### Metal 1, run 1

Scale: 2 px per um. Supply wires on this layer in gray.
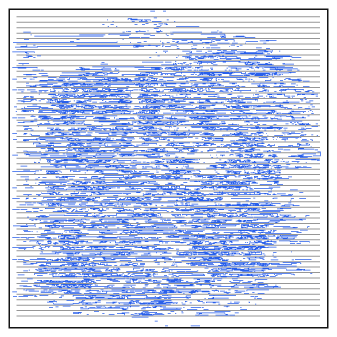
### Metal 2, run 1

Scale: 1.5 px per um. Cells faint in the background.
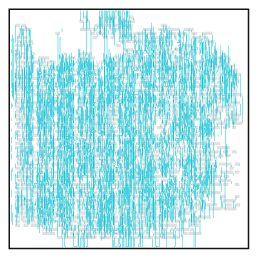
### The metal 3 layer, run 1

Scale: 2 px per um.
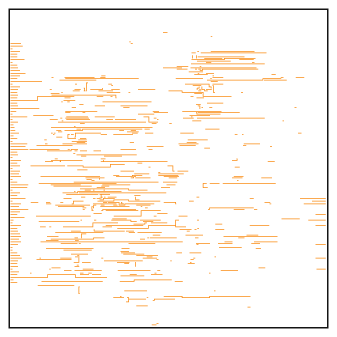
`src/rtl/osc_pkg.sv`:
```
// Shared types for the oscillator bank: waveform selector, mixer FSM states
// and the full-scale sample magnitude helper.
package osc_pkg;

  typedef enum logic [1:0] {
    SQUARE   = 2'b00,
    IMPULSE  = 2'b01,
    SAW      = 2'b10,
    TRIANGLE = 2'b11
  } wave_mode_e;

  typedef enum logic [1:0] {
    ST_IDLE   = 2'b00,
    ST_ACCUM  = 2'b01,
    ST_OUTPUT = 2'b10
  } mix_state_e;

  // Largest positive value of a signed sample of the given width.
  function automatic int unsigned wave_max(input int unsigned sample_w);
    return (32'd1 << (sample_w - 32'd1)) - 32'd1;
  endfunction

endpackage

```
`src/rtl/osc_wave_shaper.sv`:
```
// Combinational phase-to-sample path: waveform generation from the top phase
// bits followed by unsigned gain with floor-rounded arithmetic scaling.
module osc_wave_shaper
  import osc_pkg::*;
#(
  parameter int SAMPLE_W = 16,
  parameter int AMP_W    = 8
) (
  input  logic [SAMPLE_W-1:0]        phase_i,
  input  logic                       wrap_i,
  input  logic [1:0]                 mode_i,
  input  logic [AMP_W-1:0]           amp_i,
  output logic signed [SAMPLE_W-1:0] sample_o
);

  localparam logic signed [SAMPLE_W-1:0] MAX_S  = SAMPLE_W'(wave_max(SAMPLE_W));
  localparam logic signed [SAMPLE_W-1:0] ZERO_S = {SAMPLE_W{1'b0}};

  logic [SAMPLE_W-2:0]               fold_s;
  logic signed [SAMPLE_W-1:0]        tri_s;
  logic signed [SAMPLE_W-1:0]        wave_s;
  logic signed [SAMPLE_W+AMP_W-1:0]  wave_ext_s;
  logic signed [SAMPLE_W+AMP_W-1:0]  amp_ext_s;
  logic signed [SAMPLE_W+AMP_W-1:0]  prod_s;

  // Waveform select and gain stage
  always_comb begin
    fold_s = phase_i[SAMPLE_W-1] ? ~phase_i[SAMPLE_W-2:0] : phase_i[SAMPLE_W-2:0];
    // 2*fold - MAX always lands in -MAX..+MAX, so SAMPLE_W-bit wraparound math is exact
    tri_s  = $signed({fold_s, 1'b0}) - MAX_S;
    case (wave_mode_e'(mode_i))
      SQUARE:   wave_s = phase_i[SAMPLE_W-1] ? -MAX_S : MAX_S;
      IMPULSE:  wave_s = wrap_i ? MAX_S : ZERO_S;
      SAW:      wave_s = $signed({~phase_i[SAMPLE_W-1], phase_i[SAMPLE_W-2:0]});
      TRIANGLE: wave_s = tri_s;
      default:  wave_s = ZERO_S;
    endcase
    wave_ext_s = {{AMP_W{wave_s[SAMPLE_W-1]}}, wave_s};
    amp_ext_s  = $signed({{SAMPLE_W{1'b0}}, amp_i});
    prod_s     = wave_ext_s * amp_ext_s;
    sample_o   = prod_s[AMP_W +: SAMPLE_W];
  end

endmodule

```
`src/rtl/osc_bank_mixer.sv`:
```
// Time-shared oscillator bank: one voice per cycle through a single shaper,
// summed into a wide accumulator. Define MIX_SATURATE_EN to clamp the sum
// instead of scaling it down by the voice count.
module osc_bank_mixer
  import osc_pkg::*;
#(
  parameter int NUM_VOICES = 4,
  parameter int PHASE_W    = 24,
  parameter int SAMPLE_W   = 16,
  parameter int AMP_W      = 8
) (
  input  logic                          clk,
  input  logic                          rst,
  input  logic                          sample_tick,
  input  logic [NUM_VOICES-1:0]         voice_en,
  input  logic [2*NUM_VOICES-1:0]       voice_mode,
  input  logic [NUM_VOICES*PHASE_W-1:0] phase_inc,
  input  logic [NUM_VOICES*AMP_W-1:0]   amplitude,
  output logic signed [SAMPLE_W-1:0]    sample_out,
  output logic                          sample_valid,
  output logic                          busy,
  output logic                          overrun
);

  localparam int SHIFT = $clog2(NUM_VOICES);
  localparam int ACC_W = SAMPLE_W + SHIFT;
  localparam int IDX_W = (NUM_VOICES > 1) ? $clog2(NUM_VOICES) : 1;
  localparam logic [IDX_W-1:0] LAST_IDX = IDX_W'(NUM_VOICES - 1);
  localparam logic [IDX_W-1:0] IDX_ONE  = IDX_W'(1);
`ifdef MIX_SATURATE_EN
  localparam logic signed [ACC_W-1:0]    SAT_HI = ACC_W'(wave_max(SAMPLE_W));
  localparam logic signed [ACC_W-1:0]    SAT_LO = ~SAT_HI;
  localparam logic signed [SAMPLE_W-1:0] OUT_HI = SAMPLE_W'(wave_max(SAMPLE_W));
  localparam logic signed [SAMPLE_W-1:0] OUT_LO = ~OUT_HI;
`endif

  mix_state_e                 state_q, state_d;
  logic [IDX_W-1:0]           idx_q, idx_d;
  logic signed [ACC_W-1:0]    acc_q, acc_d;
  logic [PHASE_W-1:0]         phase_q [NUM_VOICES];
  logic signed [SAMPLE_W-1:0] sample_out_q;
  logic                       sample_valid_q, busy_q, overrun_q;

  logic                       start_s, accum_s, out_s;
  logic                       cur_en_s, wrap_s;
  logic [1:0]                 cur_mode_s;
  logic [PHASE_W-1:0]         cur_phase_s, cur_inc_s, next_phase_s;
  logic [AMP_W-1:0]           cur_amp_s;
  logic signed [SAMPLE_W-1:0] wave_s, contrib_s, final_s;

  // Current-voice operand selection and phase advance
  always_comb begin
    cur_en_s    = voice_en[idx_q];
    cur_mode_s  = voice_mode[idx_q*2 +: 2];
    cur_inc_s   = phase_inc[idx_q*PHASE_W +: PHASE_W];
    cur_amp_s   = amplitude[idx_q*AMP_W +: AMP_W];
    cur_phase_s = phase_q[idx_q];
    {wrap_s, next_phase_s} = {1'b0, cur_phase_s} + {1'b0, cur_inc_s};
    contrib_s   = cur_en_s ? wave_s : {SAMPLE_W{1'b0}};
  end

  osc_wave_shaper #(
    .SAMPLE_W (SAMPLE_W),
    .AMP_W    (AMP_W)
  ) u_shaper (
    .phase_i  (cur_phase_s[PHASE_W-1 -: SAMPLE_W]),
    .wrap_i   (wrap_s),
    .mode_i   (cur_mode_s),
    .amp_i    (cur_amp_s),
    .sample_o (wave_s)
  );

  // FSM state register
  always_ff @(posedge clk or posedge rst) begin
    if (rst) state_q <= ST_IDLE;
    else     state_q <= state_d;
  end

  // FSM next-state logic
  always_comb begin
    state_d = state_q;
    case (state_q)
      ST_IDLE: begin
        if (sample_tick) state_d = ST_ACCUM;
        else             state_d = ST_IDLE;
      end
      ST_ACCUM: begin
        if (idx_q == LAST_IDX) state_d = ST_OUTPUT;
        else                   state_d = ST_ACCUM;
      end
      ST_OUTPUT: state_d = ST_IDLE;
      default:   state_d = ST_IDLE;
    endcase
  end

  // FSM output decode
  always_comb begin
    start_s = 1'b0;
    accum_s = 1'b0;
    out_s   = 1'b0;
    case (state_q)
      ST_IDLE:   start_s = sample_tick;
      ST_ACCUM:  accum_s = 1'b1;
      ST_OUTPUT: out_s   = 1'b1;
      default: begin
        start_s = 1'b0;
        accum_s = 1'b0;
        out_s   = 1'b0;
      end
    endcase
  end

  // Voice index and accumulator next state, plus final mix stage
  always_comb begin
    idx_d = idx_q;
    acc_d = acc_q;
    if (start_s) begin
      idx_d = {IDX_W{1'b0}};
      acc_d = {ACC_W{1'b0}};
    end else if (accum_s) begin
      idx_d = idx_q + IDX_ONE;
      acc_d = acc_q + ACC_W'(contrib_s);
    end else begin
      idx_d = idx_q;
      acc_d = acc_q;
    end
`ifdef MIX_SATURATE_EN
    if (acc_q > SAT_HI)      final_s = OUT_HI;
    else if (acc_q < SAT_LO) final_s = OUT_LO;
    else                     final_s = acc_q[SAMPLE_W-1:0];
`else
    final_s = acc_q[ACC_W-1 -: SAMPLE_W];
`endif
  end

  // Datapath, phase and output registers
  always_ff @(posedge clk or posedge rst) begin
    if (rst) begin
      idx_q          <= {IDX_W{1'b0}};
      acc_q          <= {ACC_W{1'b0}};
      sample_out_q   <= {SAMPLE_W{1'b0}};
      sample_valid_q <= 1'b0;
      busy_q         <= 1'b0;
      overrun_q      <= 1'b0;
      for (int v = 0; v < NUM_VOICES; v++) phase_q[v] <= {PHASE_W{1'b0}};
    end else begin
      idx_q          <= idx_d;
      acc_q          <= acc_d;
      sample_valid_q <= out_s;
      busy_q         <= (state_d != ST_IDLE);
      overrun_q      <= sample_tick && (state_q != ST_IDLE);
      if (out_s) sample_out_q <= final_s;
      // A disabled voice parks at phase 0 so re-enabling restarts cleanly
      for (int v = 0; v < NUM_VOICES; v++) begin
        if (accum_s && (idx_q == IDX_W'(v)))
          phase_q[v] <= cur_en_s ? next_phase_s : {PHASE_W{1'b0}};
      end
    end
  end

  assign sample_out   = sample_out_q;
  assign sample_valid = sample_valid_q;
  assign busy         = busy_q;
  assign overrun      = overrun_q;

endmodule

```
`config.mk`:
```
export PLATFORM = sky130hd
export DESIGN_NAME = osc_bank_mixer
export DESIGN_NICKNAME = d
export VERILOG_FILES = /design/src/rtl/osc_pkg.sv /design/src/rtl/osc_wave_shaper.sv /design/src/rtl/osc_bank_mixer.sv
export SDC_FILE = /design/constraint.sdc
export NUM_CORES = 1
export LEC_CHECK = 0
export CAP_MARGIN = 20
export CORE_MARGIN = 3
export CORE_UTILIZATION = 58
export CTS_CLUSTER_SIZE = 40
export DETAILED_ROUTE_END_ITERATION = 8
export GPL_TIMING_DRIVEN = 0
export PLACE_DENSITY = 0.91
export SYNTH_ARGS = -nofsm -noshare
export SYNTH_HDL_FRONTEND = slang
export SYNTH_HIERARCHICAL = 1
export SYNTH_SLANG_ARGS = --single-unit
```
`constraint.sdc`:
```
create_clock -name clk -period 12.1 [get_ports clk]
set_input_delay 2.42 -clock clk [delete_from_list [all_inputs] [get_ports clk]]
set_output_delay 2.42 -clock clk [all_outputs]
set_load 0.005 [all_outputs]
```
==> run summary, run 1 <==
Outcome: finished, final reports clean
Die Height: 158 um
Yosys adder share: 23.2%
Setup violations, final: 0
Top cell area share: 25.4%
Post-Syn Instances: 1415
Synthesized net count: 1747
R2R Path End: acc_q[17]$_DFFE_PP0P_
DRC Markers: 0
Worst setup EP type: flip-flop
Crit-path most repeated cell: fa_1
Crit path buf inv count: 6
Final setup margin: 0.294 ns
Cell type with the largest total area: dfrtp_1
Hpwl dp: 30.3 mm
Post-Synth XOR/XNOR Area: 2.91%
Slew Limit Fails: 0
Yosys stat area: 13500 um^2
Top cells excl fill/tap: nand2_1 (205), clkdlybuf4s50_1 (161), inv_1 (160), dfrtp_1 (137), fa_1 (101)
Final GP Congestion: 0.973
Flop share of the area: 21.2%
R2R depth: 41
Vias in the first global route: 12800
NumNets Final: 1930
Ys async rst share: 100%
Hold depth: 2
Vias per cell: 6.47
Worst-path clk slew: 0.06 ns
Tapcell count: 285
Mux area share: 11.7%
Post-synth top cells: nand2_1 (205), inv_1 (161), dfrtp_1 (137), fa_1 (101), ha_1 (88)
Crit Path Class: input port to flip-flop
I/O pin count: 162
Die W: 158 um
Hold Path End: phase_q[39]$_DFFE_PP0P_
Clock network area share: 3.54%
Tcrit/Tclk final: 97.6%
Largest cell class by area: logic gates
Largest net degree at the start of global routing: 99
Seq/Total Area, Yosys: 25.4%
Design Area, Final: 16200 um^2
Critical Path Fanout Max: 10
Clock Skew: 0.0138 ns
Detailed Routing Iterations Pass 1: 6
H-Tree Depth: 4
FP Core Util: 59.4%
Synth Flop Type: dfrtp_1
Final core utilization: 71.3%
ANT cells: 0
Num CTS Buffers: 17
Dominant logic cell type in the layout: nand2_1
Hold_sp: phase_q[39]$_DFFE_PP0P_
Clock buffer cells: 20
Main logic family after synthesis: adder cells
Hold buffer count at cts: 0
CTS tree: done
Final TNS setup: 0 ns
Initial antenna violation count: 0
Multi-input logic portion of the cell area: 57.2%
Synthesized area per cell: 9.53 um^2
Gr usage total: 32.9%
Layout cells sized above 1: 10.3%
Finished Layout Cells: 1896
Placed cell areas: 15500 um^2
Signal buffers share of area: 12.1%
Critical path depth in cells: 39
Setup WS pre-CTS: -0.444 ns
CP required: 12.41 ns
Final Hold Violation Tally: 0
Setup crit start kind: input port
Worst-skew pair later-pin latency: 0.45 ns
Post-Syn Area: 13500 um^2
Slew HR: 34.0%
Count leader, synth: nand2_1
Post-synth EDFFs: 0
Violation tally from detailed-route iteration zero: 1309
Actual slew at the worst max-slew pin: 0.990 ns
Worst path max stage delay: 0.57 ns
Seq. cell area: 3430 um^2
Hold Path Class: flip-flop to flip-flop
Clock Path Buffers: 2
Row cnt: 55
Top delay family on crit path: AND-OR/OR-AND gates
Mi-comb count: 1047
Antenna viol nets, final: 0
Flop count: 137
WL per Instance: 21.4 um
Placed Instances: 1862
Number of fill cells: 1570
## Picture notes: 'Metal 1'
wire length on this layer	14400 um
nets with wire on the layer	1798
share of all routed wire	35%
longest straight run	52.0 um
grt met1 use: 38.3%
WL final: 40.5 mm
vias: 12300

## Picture notes: 'Metal 2'
share of all routed wire	50%
wire length on this layer	20.4 mm
main direction	vertical
met2 Use GR: 56.7%

## Picture notes: 'The metal 3 layer'
share of all routed wire	9.0%
nets with wire on the layer	342
wire length on this layer	3660 um
main direction	horizontal
GR Util met3: 7.23%

run 1: repair_timing:
item / in CTS / in global routing
gates resized: 6 / 17
setup endpoints to repair: 1 / 8
pin swaps: 0 / 1
buffers inserted: 0 / 1
run 1: worst reg2reg max path: cells and delay by family (launching register included):
family | cells | cell delay [ns]
compound gates | 17 | 3.18
fa+ha+maj | 7 | 3.08
buf+inv | 8 | 2.25
flops | 1 | 0.40
mux | 3 | 1.27
simple gates | 6 | 1.27
run 1: stage by stage:
step,hold WS [ns]
2_1_floorplan,0.443
3_3_place_gp,0.456
3_5_place_dp,0.467
4_1_cts,0.479
5_1_grt,0.499
6_report,0.479
run 1: sequential cells by signal (all words and copies together), names as in the netlist:
name          flops
sample_valid      1
sample_out       16
overrun           1
state_q           2
phase_q          96
acc_q            18
idx_q             2
busy              1
run 1: layer usage:
layer	wire length, um	vias up	GRT usage (%)
met5	0	-	0
met4	2160	0	18.4
met3	3660	201	7.23
met2	20400	792	56.7
met1	14400	5988	38.3
li1	-	5287	-
run 1: worst max-delay path by stage:
stage | from | to
after floorplan | phase_inc[84] | acc_q[17]$_DFFE_PP0P_
after global placement | phase_inc[24] | acc_q[17]$_DFFE_PP0P_
after detailed placement | phase_inc[24] | acc_q[17]$_DFFE_PP0P_
after CTS | phase_inc[10] | acc_q[17]$_DFFE_PP0P_
after global routing | phase_inc[84] | acc_q[17]$_DFFE_PP0P_
final | phase_inc[10] | acc_q[17]$_DFFE_PP0P_
--- run 2 (diff from run 1) ---
--- a/config.mk
+++ b/config.mk
@@ -8,7 +8,6 @@
 export CAP_MARGIN = 20
 export CORE_MARGIN = 3
 export CORE_UTILIZATION = 58
-export CTS_CLUSTER_SIZE = 40
 export DETAILED_ROUTE_END_ITERATION = 8
 export GPL_TIMING_DRIVEN = 0
 export PLACE_DENSITY = 0.91
### Placed standard cells, run 2

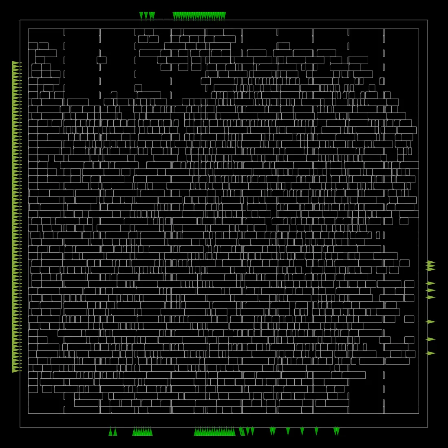
flop share of the area: 21.2%
number of fill cells: 1570

### The metal 4 layer, run 2

Scale: 2 px per um. Supply wires on this layer in gray.
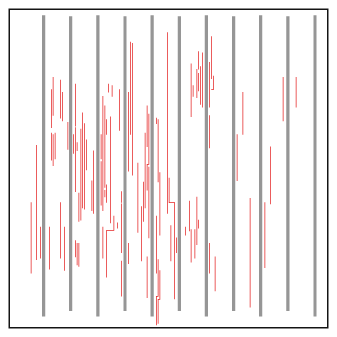
longest straight run	90.4 um
wire length on this layer	2160 um
nets with wire on the layer	78

==> run summary, run 2 <==
Layout area overhead: 20.1%
Root Buffer: clkbuf_16
Hpwl dp: 30.3 mm (unchanged)
Worst hold margin: 0.479 ns (unchanged)
WL final: 40.5 mm (unchanged)
Critical-path top delay cell: fa_1
Mux area share: 11.7% (unchanged)
Post-Syn Area: 13500 um^2 (unchanged)
Outcome: finished, final reports clean
Dominant logic cell type in the layout: nand2_1
NumNets Final: 1930 (unchanged)
Number of flip-flops under the largest register name: 96 (unchanged)
I/O pin count: 162 (unchanged)
Busiest grt layer: met2
Seq/Total Area, Yosys: 25.4% (unchanged)
Antenna viol nets, final: 0 (unchanged)
Cell type with the largest total area: dfrtp_1
Detailed Routing Iterations Pass 1: 6 (unchanged)
Final min period: 11.81 ns
Post-synth EDFFs: 0 (unchanged)
Met2 Use GR: 56.7% (unchanged)
Tcrit/Tclk final: 97.6% (unchanged)
ANT cells: 0 (unchanged)
WL per Instance: 21.4 um (unchanged)
Final GP Congestion: 0.973 (unchanged)
Worst-skew pair later-pin latency: 0.45 ns (about the same)
Count leader, synth: nand2_1
Vias per cell: 6.47 (unchanged)
Initial antenna violation count: 0 (unchanged)
Yosys adder share: 23.2% (unchanged)
Final Hold Violation Tally: 0 (unchanged)
FP Core Util: 59.4% (unchanged)
Top layer in use: met4
Layout cells sized above 1: 10.3% (unchanged)
H-Tree Depth: 4 (unchanged)
DR WL met3: 3.66 mm (unchanged)
Post-Syn Instances: 1415 (unchanged)
Die Height: 158 um (unchanged)
Vias: 12300 (unchanged)
Clock Path Buffers: 2 (unchanged)
CTS tree: done
Worst setup EP type: flip-flop
Main logic family after synthesis: adder cells
Synthesized net count: 1747 (unchanged)
Grt met1 use: 38.3% (unchanged)
Post-Synth XOR/XNOR Area: 2.91% (unchanged)
Top cell area share: 25.4% (unchanged)
Hold Path Class: flip-flop to flip-flop
Final core utilization: 71.3% (unchanged)
Num CTS Buffers: 17 (unchanged)
M1 wire length: 14.4 mm (unchanged)
Setup violations, final: 0 (unchanged)
CP required: 12.41 ns (about the same)
Worst path max stage delay: 0.57 ns (about the same)
Worst-path clk slew: 0.06 ns (about the same)
Setup crit start kind: input port
Crit-path most repeated cell: fa_1
Hold buffer count at cts: 0 (unchanged)
Yosys stat area: 13500 um^2 (unchanged)
Synthesized area per cell: 9.53 um^2 (unchanged)
Ys async rst share: 100% (unchanged)
DRC Markers: 0 (unchanged)
Synth Flop Type: dfrtp_1
Gr usage total: 32.9% (unchanged)
Actual slew at the worst max-slew pin: 0.990 ns (unchanged)
Largest reg by FF count: phase_q
Critical Path Fanout Max: 10 (unchanged)
Slew Limit Fails: 0 (unchanged)
Slew HR: 34.0% (unchanged)
Vias in the first global route: 12800 (unchanged)
Crit Path Class: input port to flip-flop
WL met2: 20.4 mm (unchanged)
GR Util met3: 7.23% (unchanged)
Largest net degree at the start of global routing: 99 (unchanged)
Top cells excl fill/tap: nand2_1 (205), clkdlybuf4s50_1 (161), inv_1 (160), dfrtp_1 (137), fa_1 (101)
Violation tally from detailed-route iteration zero: 1309 (unchanged)
Row cnt: 55 (unchanged)
Die W: 158 um (unchanged)
Clock Skew: 0.0138 ns (unchanged)
Post-synth top cells: nand2_1 (205), inv_1 (161), dfrtp_1 (137), fa_1 (101), ha_1 (88)
run 2: layout make-up:
cell class,instances,area (um^2)
inverter,161,609
multi-input combinational,1047,9260
fill,1570,6520
clock buffer,20,457
tap,285,357
clock inverter,12,116
sequential,137,3430
buffer,70,298
timing repair buffer,164,1660
run 2: worst paths after layout:
path	depth (start not counted)	slack [ns]	to	start
worst max-delay path	39	0.29	acc_q[17]$_DFFE_PP0P_	phase_inc[10]
worst min-delay path	2	0.48	phase_q[39]$_DFFE_PP0P_	phase_q[39]$_DFFE_PP0P_
worst max register to register	41	0.52	acc_q[17]$_DFFE_PP0P_	idx_q[1]$_DFFE_PP0P_
worst min register to register	2	0.48	phase_q[39]$_DFFE_PP0P_	phase_q[39]$_DFFE_PP0P_
max in group asynchronous	3	8.94	phase_q[35]$_DFFE_PP0P_	rst
min in group asynchronous	2	2.36	sample_out[15]$_DFFE_PP0P_	rst
run 2: worst max-delay path, delay by kind of cell:
kind            cells  cell delay (ns)
fa+ha+maj           7             3.05
simple gates        6             1.26
compound gates     17             3.16
buf+inv             6             0.98
mux                 3             1.21
run 2: through the flow:
step	area, um^2	setup slack [ns]	cells	setup TNS, ns
detailed placement	15500	-0.444	1862	-0.965
global route	16200	-0.0239	1896	-0.0239
global placement	15400	-0.356	1861	-0.356
CTS	16100	0.0223	1894	0
floorplan	13500	1.20	1415	0
finish	16200	0.294	1896	0
run 2: timing repair:
item	CTS	global route
gates resized	6	17
setup buffers	0	1
endpoints found under the setup margin	1	8
pin swaps	0	1
